### src/rtl/adder_pkg.sv
// Shared types for the adder/accumulator datapath: operation modes and the
// stage-1 operand register layout.
package adder_pkg;

    // Widest operand the stage-1 struct can carry; narrower operands are
    // zero-extended into it.
    localparam int unsigned MAX_WIDTH = 32;

    typedef enum logic [1:0] {
        MODE_ADD  = 2'd0,
        MODE_SUB  = 2'd1,
        MODE_ACC  = 2'd2,
        MODE_LOAD = 2'd3
    } mode_e;

    typedef struct packed {
        mode_e                mode;
        logic [MAX_WIDTH-1:0] a;
        logic [MAX_WIDTH-1:0] b;
    } stage1_t;

endpackage

### src/rtl/adder_accumulator_if.sv
// Operand/result handshake bundle between producer, adder_accumulator and
// consumer. The master side drives operands and ready_i; the slave is the block.
interface adder_accumulator_if #(
    parameter int unsigned WIDTH     = 4,
    parameter int unsigned ACC_WIDTH = 8
);
    import adder_pkg::*;

    logic                 valid_i;
    logic                 ready_o;
    mode_e                mode_i;
    logic [WIDTH-1:0]     number_1;
    logic [WIDTH-1:0]     number_2;
    logic                 valid_o;
    logic                 ready_i;
    logic [ACC_WIDTH-1:0] result;
    logic                 flag_o;

    modport master (
        output valid_i, mode_i, number_1, number_2, ready_i,
        input  ready_o, valid_o, result, flag_o
    );

    modport slave (
        input  valid_i, mode_i, number_1, number_2, ready_i,
        output ready_o, valid_o, result, flag_o
    );

endinterface

### src/rtl/adder_core.sv
// Combinational arithmetic for one operation: ADD, SUB (with borrow flag),
// saturating ACC and LOAD. Produces the result, status flag and next acc.
module adder_core
    import adder_pkg::*;
#(
    parameter int unsigned WIDTH     = 4,
    parameter int unsigned ACC_WIDTH = 8
) (
    input  mode_e                mode,
    input  logic [WIDTH-1:0]     a,
    input  logic [WIDTH-1:0]     b,
    input  logic [ACC_WIDTH-1:0] acc,
    output logic [ACC_WIDTH-1:0] result,
    output logic                 flag,
    output logic [ACC_WIDTH-1:0] acc_next
);

    logic [ACC_WIDTH-1:0] sum_ab;
    logic [WIDTH:0]       diff;
    // One extra bit so the carry out of acc + a + b marks saturation.
    logic [ACC_WIDTH:0]   acc_sum;

    // Decode the mode into result, flag and the accumulator update.
    always_comb begin
        sum_ab   = ACC_WIDTH'(a) + ACC_WIDTH'(b);
        diff     = {1'b0, a} - {1'b0, b};
        acc_sum  = {1'b0, acc} + (ACC_WIDTH + 1)'(sum_ab);
        result   = '0;
        flag     = 1'b0;
        acc_next = acc;
        unique case (mode)
            MODE_ADD: begin
                result = sum_ab;
            end
            MODE_SUB: begin
                result = ACC_WIDTH'(diff);
                flag   = diff[WIDTH];
            end
            MODE_ACC: begin
                if (acc_sum[ACC_WIDTH]) begin
                    result = '1;
                    flag   = 1'b1;
                end else begin
                    result = acc_sum[ACC_WIDTH-1:0];
                end
                acc_next = result;
            end
            MODE_LOAD: begin
                result   = sum_ab;
                acc_next = sum_ab;
            end
            default: ;
        endcase
    end

endmodule

### src/rtl/adder_accumulator.sv
// Two-stage pipelined adder/subtractor/accumulator with valid/ready on both
// sides. Stage 1 registers the operation; stage 2 computes and registers the
// result, flag and accumulator. Ops commit in acceptance order.
module adder_accumulator
    import adder_pkg::*;
#(
    parameter int unsigned WIDTH     = 4,
    parameter int unsigned ACC_WIDTH = 8
) (
    input logic                clk_i,
    input logic                reset_i,
    adder_accumulator_if.slave bus
);

    stage1_t              s1_q;
    logic                 s1_valid_q;
    logic                 valid_q;
    logic                 flag_q;
    logic [ACC_WIDTH-1:0] result_q;
    logic [ACC_WIDTH-1:0] acc_q;

    logic                 advance;
    logic                 ready;

    logic [ACC_WIDTH-1:0] core_result;
    logic [ACC_WIDTH-1:0] core_acc_next;
    logic                 core_flag;

    // Upper operand bits beyond WIDTH are always zero; fold them away.
    logic                 unused_s1;

    // Handshake: output register moves when empty or drained; stage 1 can take
    // a new op when empty or when its current op moves on.
    always_comb begin
        advance = !valid_q || bus.ready_i;
        ready   = !reset_i && (!s1_valid_q || advance);
    end

    assign bus.ready_o = ready;
    assign bus.valid_o = valid_q;
    assign bus.result  = result_q;
    assign bus.flag_o  = flag_q;
    assign unused_s1   = ^{s1_q.a, s1_q.b};

    adder_core #(
        .WIDTH     (WIDTH),
        .ACC_WIDTH (ACC_WIDTH)
    ) u_core (
        .mode     (s1_q.mode),
        .a        (s1_q.a[WIDTH-1:0]),
        .b        (s1_q.b[WIDTH-1:0]),
        .acc      (acc_q),
        .result   (core_result),
        .flag     (core_flag),
        .acc_next (core_acc_next)
    );

    // Stage 1: capture an accepted op; a stalled full stage holds its op.
    always_ff @(posedge clk_i) begin
        if (reset_i) begin
            s1_valid_q <= 1'b0;
            s1_q       <= '0;
        end else if (ready) begin
            s1_valid_q <= bus.valid_i;
            if (bus.valid_i) begin
                s1_q.mode <= bus.mode_i;
                s1_q.a    <= MAX_WIDTH'(bus.number_1);
                s1_q.b    <= MAX_WIDTH'(bus.number_2);
            end
        end
    end

    // Stage 2: register result, flag and acc as the op leaves stage 1.
    always_ff @(posedge clk_i) begin
        if (reset_i) begin
            valid_q  <= 1'b0;
            result_q <= '0;
            flag_q   <= 1'b0;
            acc_q    <= '0;
        end else if (advance) begin
            valid_q <= s1_valid_q;
            if (s1_valid_q) begin
                result_q <= core_result;
                flag_q   <= core_flag;
                acc_q    <= core_acc_next;
            end
        end
    end

endmodule
### src/flat_wrapper.sv
// flat-port wrapper written by rule: the top's interface ports become plain ports
module adder_accumulator_flat import adder_pkg::*;
#(
    parameter int unsigned WIDTH     = 4,
    parameter int unsigned ACC_WIDTH = 8
)
  (clk_i, reset_i, bus_valid_i, bus_mode_i, bus_number_1, bus_number_2, bus_ready_i, bus_ready_o, bus_valid_o, bus_result, bus_flag_o);
  adder_accumulator_if #(.WIDTH(WIDTH), .ACC_WIDTH(ACC_WIDTH)) bus_i ();
  input logic clk_i;
  input logic reset_i;
  input wire logic [$bits(bus_i.valid_i)-1:0] bus_valid_i;
  input wire logic [$bits(bus_i.mode_i)-1:0] bus_mode_i;
  input wire logic [$bits(bus_i.number_1)-1:0] bus_number_1;
  input wire logic [$bits(bus_i.number_2)-1:0] bus_number_2;
  input wire logic [$bits(bus_i.ready_i)-1:0] bus_ready_i;
  output wire logic [$bits(bus_i.ready_o)-1:0] bus_ready_o;
  output wire logic [$bits(bus_i.valid_o)-1:0] bus_valid_o;
  output wire logic [$bits(bus_i.result)-1:0] bus_result;
  output wire logic [$bits(bus_i.flag_o)-1:0] bus_flag_o;
  assign bus_i.valid_i = bus_valid_i;
  assign bus_i.mode_i = bus_mode_i;
  assign bus_i.number_1 = bus_number_1;
  assign bus_i.number_2 = bus_number_2;
  assign bus_i.ready_i = bus_ready_i;
  assign bus_ready_o = bus_i.ready_o;
  assign bus_valid_o = bus_i.valid_o;
  assign bus_result = bus_i.result;
  assign bus_flag_o = bus_i.flag_o;
  adder_accumulator #(.WIDTH(WIDTH), .ACC_WIDTH(ACC_WIDTH)) u_core (.clk_i(clk_i), .reset_i(reset_i), .bus(bus_i));
endmodule
### config.mk
export PLATFORM = sky130hd
export DESIGN_NAME = adder_accumulator_flat
export DESIGN_NICKNAME = d
export VERILOG_FILES = /design/src/rtl/adder_pkg.sv /design/src/rtl/adder_accumulator_if.sv /design/src/rtl/adder_core.sv /design/src/rtl/adder_accumulator.sv /design/src/flat_wrapper.sv
export SDC_FILE = /design/constraint.sdc
export NUM_CORES = 1
export LEC_CHECK = 0
export ABC_AREA = 1
export CORE_UTILIZATION = 55
export CTS_CLUSTER_SIZE = 25
export DETAILED_ROUTE_END_ITERATION = 7
export PLACE_DENSITY = 0.86
export SETUP_SLACK_MARGIN = 0.2
export SLEW_MARGIN = 20
export SYNTH_ARGS = -nofsm -noshare
export SYNTH_HDL_FRONTEND = slang
export SYNTH_SLANG_ARGS = --single-unit
### constraint.sdc
create_clock -name clk_i -period 3.65 [get_ports clk_i]
set_input_delay 0.73 -clock clk_i [delete_from_list [all_inputs] [get_ports clk_i]]
set_output_delay 0.73 -clock clk_i [all_outputs]
set_load 0.005 [all_outputs]
Run 1, register map, names as in the netlist:
Scale bar: 20 um.
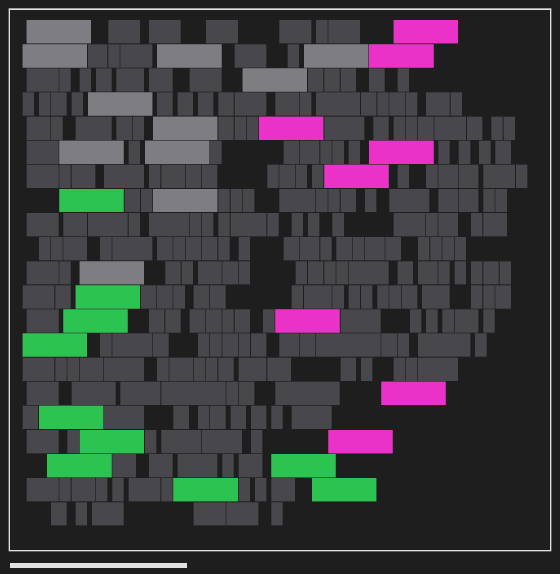
Key: magenta = `u_core.acc_q` [flops 8]; green = `u_core.s1_q` [flops 10]

Run 1, zoomed window:
Scale bar: 10 um. Region (3, 3) to (28, 28) um. Cells in grey, sequential cells in the stronger grey; small squares are vias.
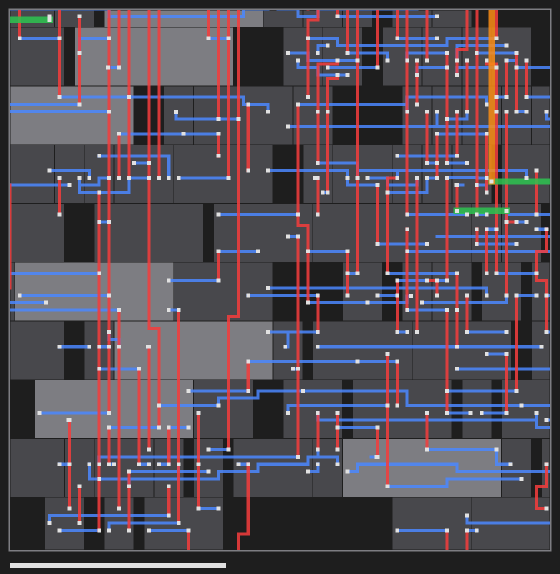
Key: red = M2; green = M3; orange = M4; blue = M1
Netlist names of flops here include `u_core.s1_q` (6). 66 logic cells have their middle in the window. Most frequent: nand2_1 (13), clkdlybuf4s50_1 (9). Sequential cells in the window: 6.

Run 1, congestion heat map:
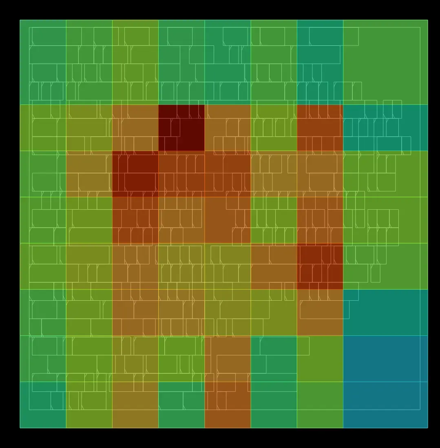
GRT met3 Usage: 0.0618
M1 GR Usage: 0.294
GRT Resource Usage Total: 0.245
met2 usage: 0.424

==> flow_metrics.py, run 1 <==
# Auto-generated metrics
metrics = {
    "layout": {
        "final_layout_top_logic_cells": "nand2_1, inv_1, dfxtp_1, a21oi_1, clkdlybuf4s50_1",
        "largest_reg_flops": 10,
        "comb_area_um2": 1160,
        "nNetsFinal": 332,
        "utilization": 0.680,
        "seq_area_um2": 581,
        "layout.cells.most_common": "nand2_1",
        "inverters": 39,
    },
    "logic_synthesis": {
        "synth_flops": 29,
        "synth_top_area_share": 0.304,
        "syn_inst": 270,
        "ys.flop_type": "dfxtp_1",
        "edf_count": 0,
        "yosys_area_um2": 1910,
        "yosysTopAreaCell": "dfxtp_1",
        "fa_ha_area_frac": 0.143,
    },
    "setup_path": {
        "slowest_delay_ns": 0.42,
        "reg2reg_depth": 13,
        "end_kind": "flip-flop",
        "r2r_slack_ns": 0.88,
        "cp-endpoint": "u_core.acc_q[1]",
        "crit_family": "AND-OR/OR-AND gates",
        "cp-startpoint": "u_core.s1_q[2]",
    },
    "power_and_ir_drop": {
        "p_leak_nw": 1.05,
        "p_clk_frac": 0.300,
        "power_leader": "registers",
        "powerDensity_nw_per_um2": 324,
        "ir_drop_mv": 0.237,
        "p_int_w": 0.000516,
        "p_switching_w": 0.000218,
    },
    "grt": {
        "grt_pass1_vias": 1588,
        "grt_max_degree": 24,
    },
    "placement": {
        "dp_cells": 337,
        "dp_hpwl_um": 3090,
    },
    "routing": {
        "num_vias": 1767,
        "wl_met2_um": 1910,
    },
    "clock_tree": {
        "cts_resized": 0,
        "cts_hold_buffers": 0,
    },
    "floorplan": {
        "initCoreUtil": 0.573,
        "dieArea_um2": 3710,
        "n_tap_cell": 46,
    },
    "outcome": {
        "status": "finished, final reports clean",
    },
}
Run 1, selected gate families:
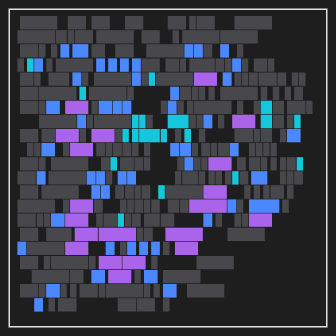

==> run 1 -> run 2 <==
==> constraint.sdc (replaced) <==
create_clock -name clk_i -period 2.8 [get_ports clk_i]
set_input_delay 0.56 -clock clk_i [delete_from_list [all_inputs] [get_ports clk_i]]
set_output_delay 0.56 -clock clk_i [all_outputs]
set_load 0.005 [all_outputs]
Run 2, selected gate families:
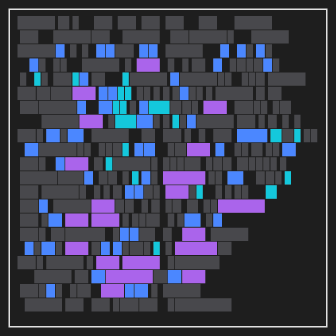
Key: cyan = nor cells [cells 19, most used nor2_1]; purple = fa/ha/maj cells [cells 20, most used ha_1]; blue = aoi and oai cells [cells 50, most used a21oi_1]

==> run 2 against run 1 <==
Flip-flop count unchanged. Critical endpoint is now u_core.bus.result[4]. Global-route usage is 0.76 points higher. Die area unchanged. Clock power rose by 65%. Combinational power increased by 44%. Critical path depth increased by 1. Sequential share of layout area fell by 0.66 points.
==> flow_metrics.py, run 2 <==
# Auto-generated metrics
metrics = {
    "logic_synthesis": {
        "yosysTopAreaCell": "dfxtp_1",
        "syn_avg_cell_area_um2": 7.08,
        "syn_inst": 270,
        "edf_count": 0,
        "fa_ha_area_frac": 0.143,
        "ys.flop_type": "dfxtp_1",
        "synth_flops": 29,
        "yosys_area_um2": 1910,
    },
    "layout": {
        "comb_area_um2": 1200,
        "inverters": 39,
        "final_layout_top_logic_cells": "nand2_1, inv_1, dfxtp_1, clkdlybuf4s50_1",
        "flops": 29,
        "layout.cells.most_common": "nand2_1",
        "seq_area_um2": 586,
        "nNetsFinal": 334,
        "utilization": 0.704,
        "largest_reg_flops": 10,
    },
    "grt": {
        "grt_max_degree": 24,
        "track_usage": 0.252,
        "grt_pass1_wl_um": 6890,
        "grtUsageMet2": 0.416,
        "grt_pass1_vias": 1583,
        "grtUsageMet3": 0.0512,
        "grtUsageMet1": 0.324,
    },
    "floorplan": {
        "dieArea_um2": 3710,
        "n_tap_cell": 46,
        "initCoreUtil": 0.573,
    },
    "power_and_ir_drop": {
        "ir_drop_mv": 0.308,
        "p_clk_frac": 0.344,
        "p_switching_w": 0.000305,
        "p_int_w": 0.000755,
        "power_leader": "registers",
        "powerDensity_nw_per_um2": 451,
        "p_leak_nw": 1.06,
    },
    "routing": {
        "wl_met2_um": 2010,
        "vias_per_cell": 5.28,
    },
    "setup_path": {
        "r2r_slack_ns": 0.33,
        "end_kind": "flip-flop",
        "crit_family": "simple AND/OR/NAND/NOR gates",
        "worst-path-stages": 14,
        "r2r-end": "u_core.bus.result[4]",
        "reg2reg_depth": 14,
        "slowest_delay_ns": 0.38,
        "cp-endpoint": "u_core.bus.result[4]",
    },
    "placement": {
        "place_area_um2": 2200,
        "dp_cells": 337,
        "dp_hpwl_um": 3160,
    },
    "clock_tree": {
        "cts_resized": 4,
        "post-cts-setup-buffer-count": 0,
        "cts_hold_buffers": 0,
    },
    "outcome": {
        "status": "finished, final reports clean",
    },
}
Run 2, register map, names as in the netlist:
Scale bar: 20 um.
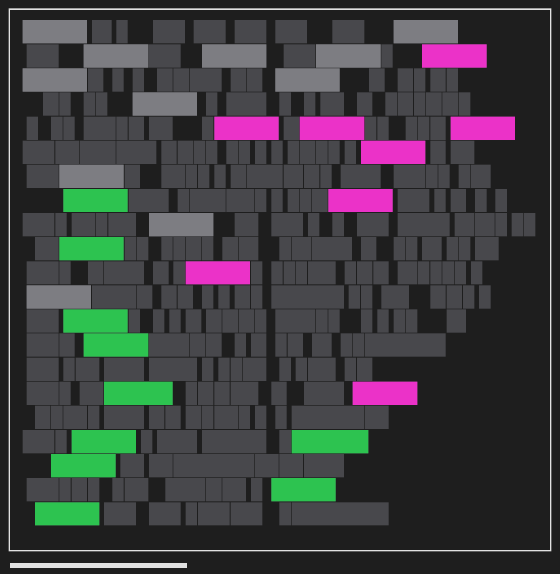

==> run 2 -> run 3 <==
--- a/config.mk
+++ b/config.mk
@@ -6,12 +6,11 @@
 export NUM_CORES = 1
 export LEC_CHECK = 0
 export ABC_AREA = 1
-export CORE_UTILIZATION = 55
+export CORE_UTILIZATION = 25
 export CTS_CLUSTER_SIZE = 25
 export DETAILED_ROUTE_END_ITERATION = 7
-export PLACE_DENSITY = 0.86
 export SETUP_SLACK_MARGIN = 0.2
-export SLEW_MARGIN = 20
+export SLEW_MARGIN = 40
 export SYNTH_ARGS = -nofsm -noshare
 export SYNTH_HDL_FRONTEND = slang
 export SYNTH_SLANG_ARGS = --single-unit
Run 3, register map, names as in the netlist:
Scale bar: 20 um.
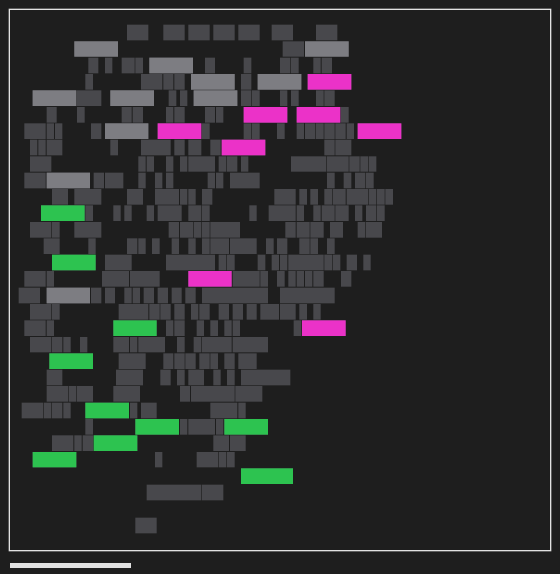
Key: magenta = `u_core.acc_q` [flops 8, where top centre]; green = `u_core.s1_q` [flops 10]

==> run 3 against run 2 <==
Global-route usage shrank 13 points. Highest routed layer unchanged. Sequential share of layout area shrank 0.95 points. Utilization shrank 37 points. Clock power grew 25%. Die area grew 120%. Routed wire length grew 4.3%. Largest power group is now the clock network. Via count shrank 4.4%. Flip-flop count is the same. Cell area grew 3.7%.
==> flow_metrics.py, run 3 <==
# Auto-generated metrics
metrics = {
    "outcome": {
        "status": "finished, final reports clean",
    },
    "power_and_ir_drop": {
        "power_leader": "the clock network",
        "p_int_w": 0.000831,
        "p_switching_w": 0.000317,
        "ir_drop_mv": 0.246,
        "powerDensity_nw_per_um2": 471,
    },
    "routing": {
        "num_vias": 1753,
        "vias_per_cell": 4.40,
    },
    "layout": {
        "nNetsFinal": 332,
        "utilization": 0.332,
        "flops": 29,
        "layout.cells.most_common": "nand2_1",
        "inverters": 39,
        "seq_area_um2": 584,
        "final_layout_top_logic_cells": "nand2_1, inv_1, dfxtp_1, clkdlybuf4s50_1",
        "largest_reg_flops": 10,
    },
    "setup_path": {
        "cp-endpoint": "bus_ready_o",
        "cp-startpoint": "bus_ready_i",
        "slowest_delay_ns": 0.49,
        "crit_family": "buffers and inverters",
        "reg2reg_depth": 13,
    },
    "logic_synthesis": {
        "fa_ha_area_frac": 0.143,
        "yosysTopAreaCell": "dfxtp_1",
        "synth_flops": 29,
        "ys.flop_type": "dfxtp_1",
        "edf_count": 0,
        "syn_avg_cell_area_um2": 7.08,
    },
    "grt": {
        "grtUsageMet3": 0.0249,
        "grt_pass1_vias": 1655,
        "track_usage": 0.123,
        "grt_pass1_wl_um": 7540,
        "grtUsageMet2": 0.216,
        "grtUsageMet1": 0.152,
    },
    "clock_tree": {
        "cts_hold_buffers": 0,
        "cts_resized": 3,
        "post-cts-setup-buffer-count": 0,
    },
    "placement": {
        "dp_cells": 390,
        "dp_hpwl_um": 3400,
    },
    "floorplan": {
        "dieArea_um2": 8000,
    },
}

==> layout pictures side by side <==
Port wiring.
Scale bar: 20 um.
shot_01.png
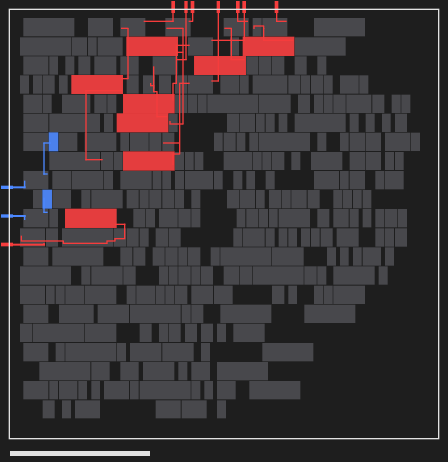
shot_02.png
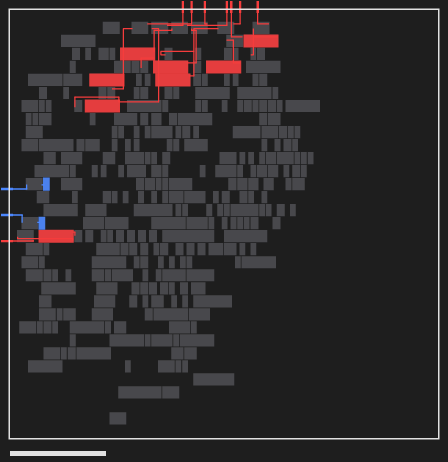
shot_02.png is run 3.
shot_01.png is run 1.

Key to shot_02.png:
Key: red = `bus_result` [direction output, end cells 8, buffers 8, wire 187 um]; blue = `bus_mode_i` [direction input, end cells 2, buffers 2, wire 8.40 um]

Power figures rest on the tool's default switching activity, not on a simulated workload.
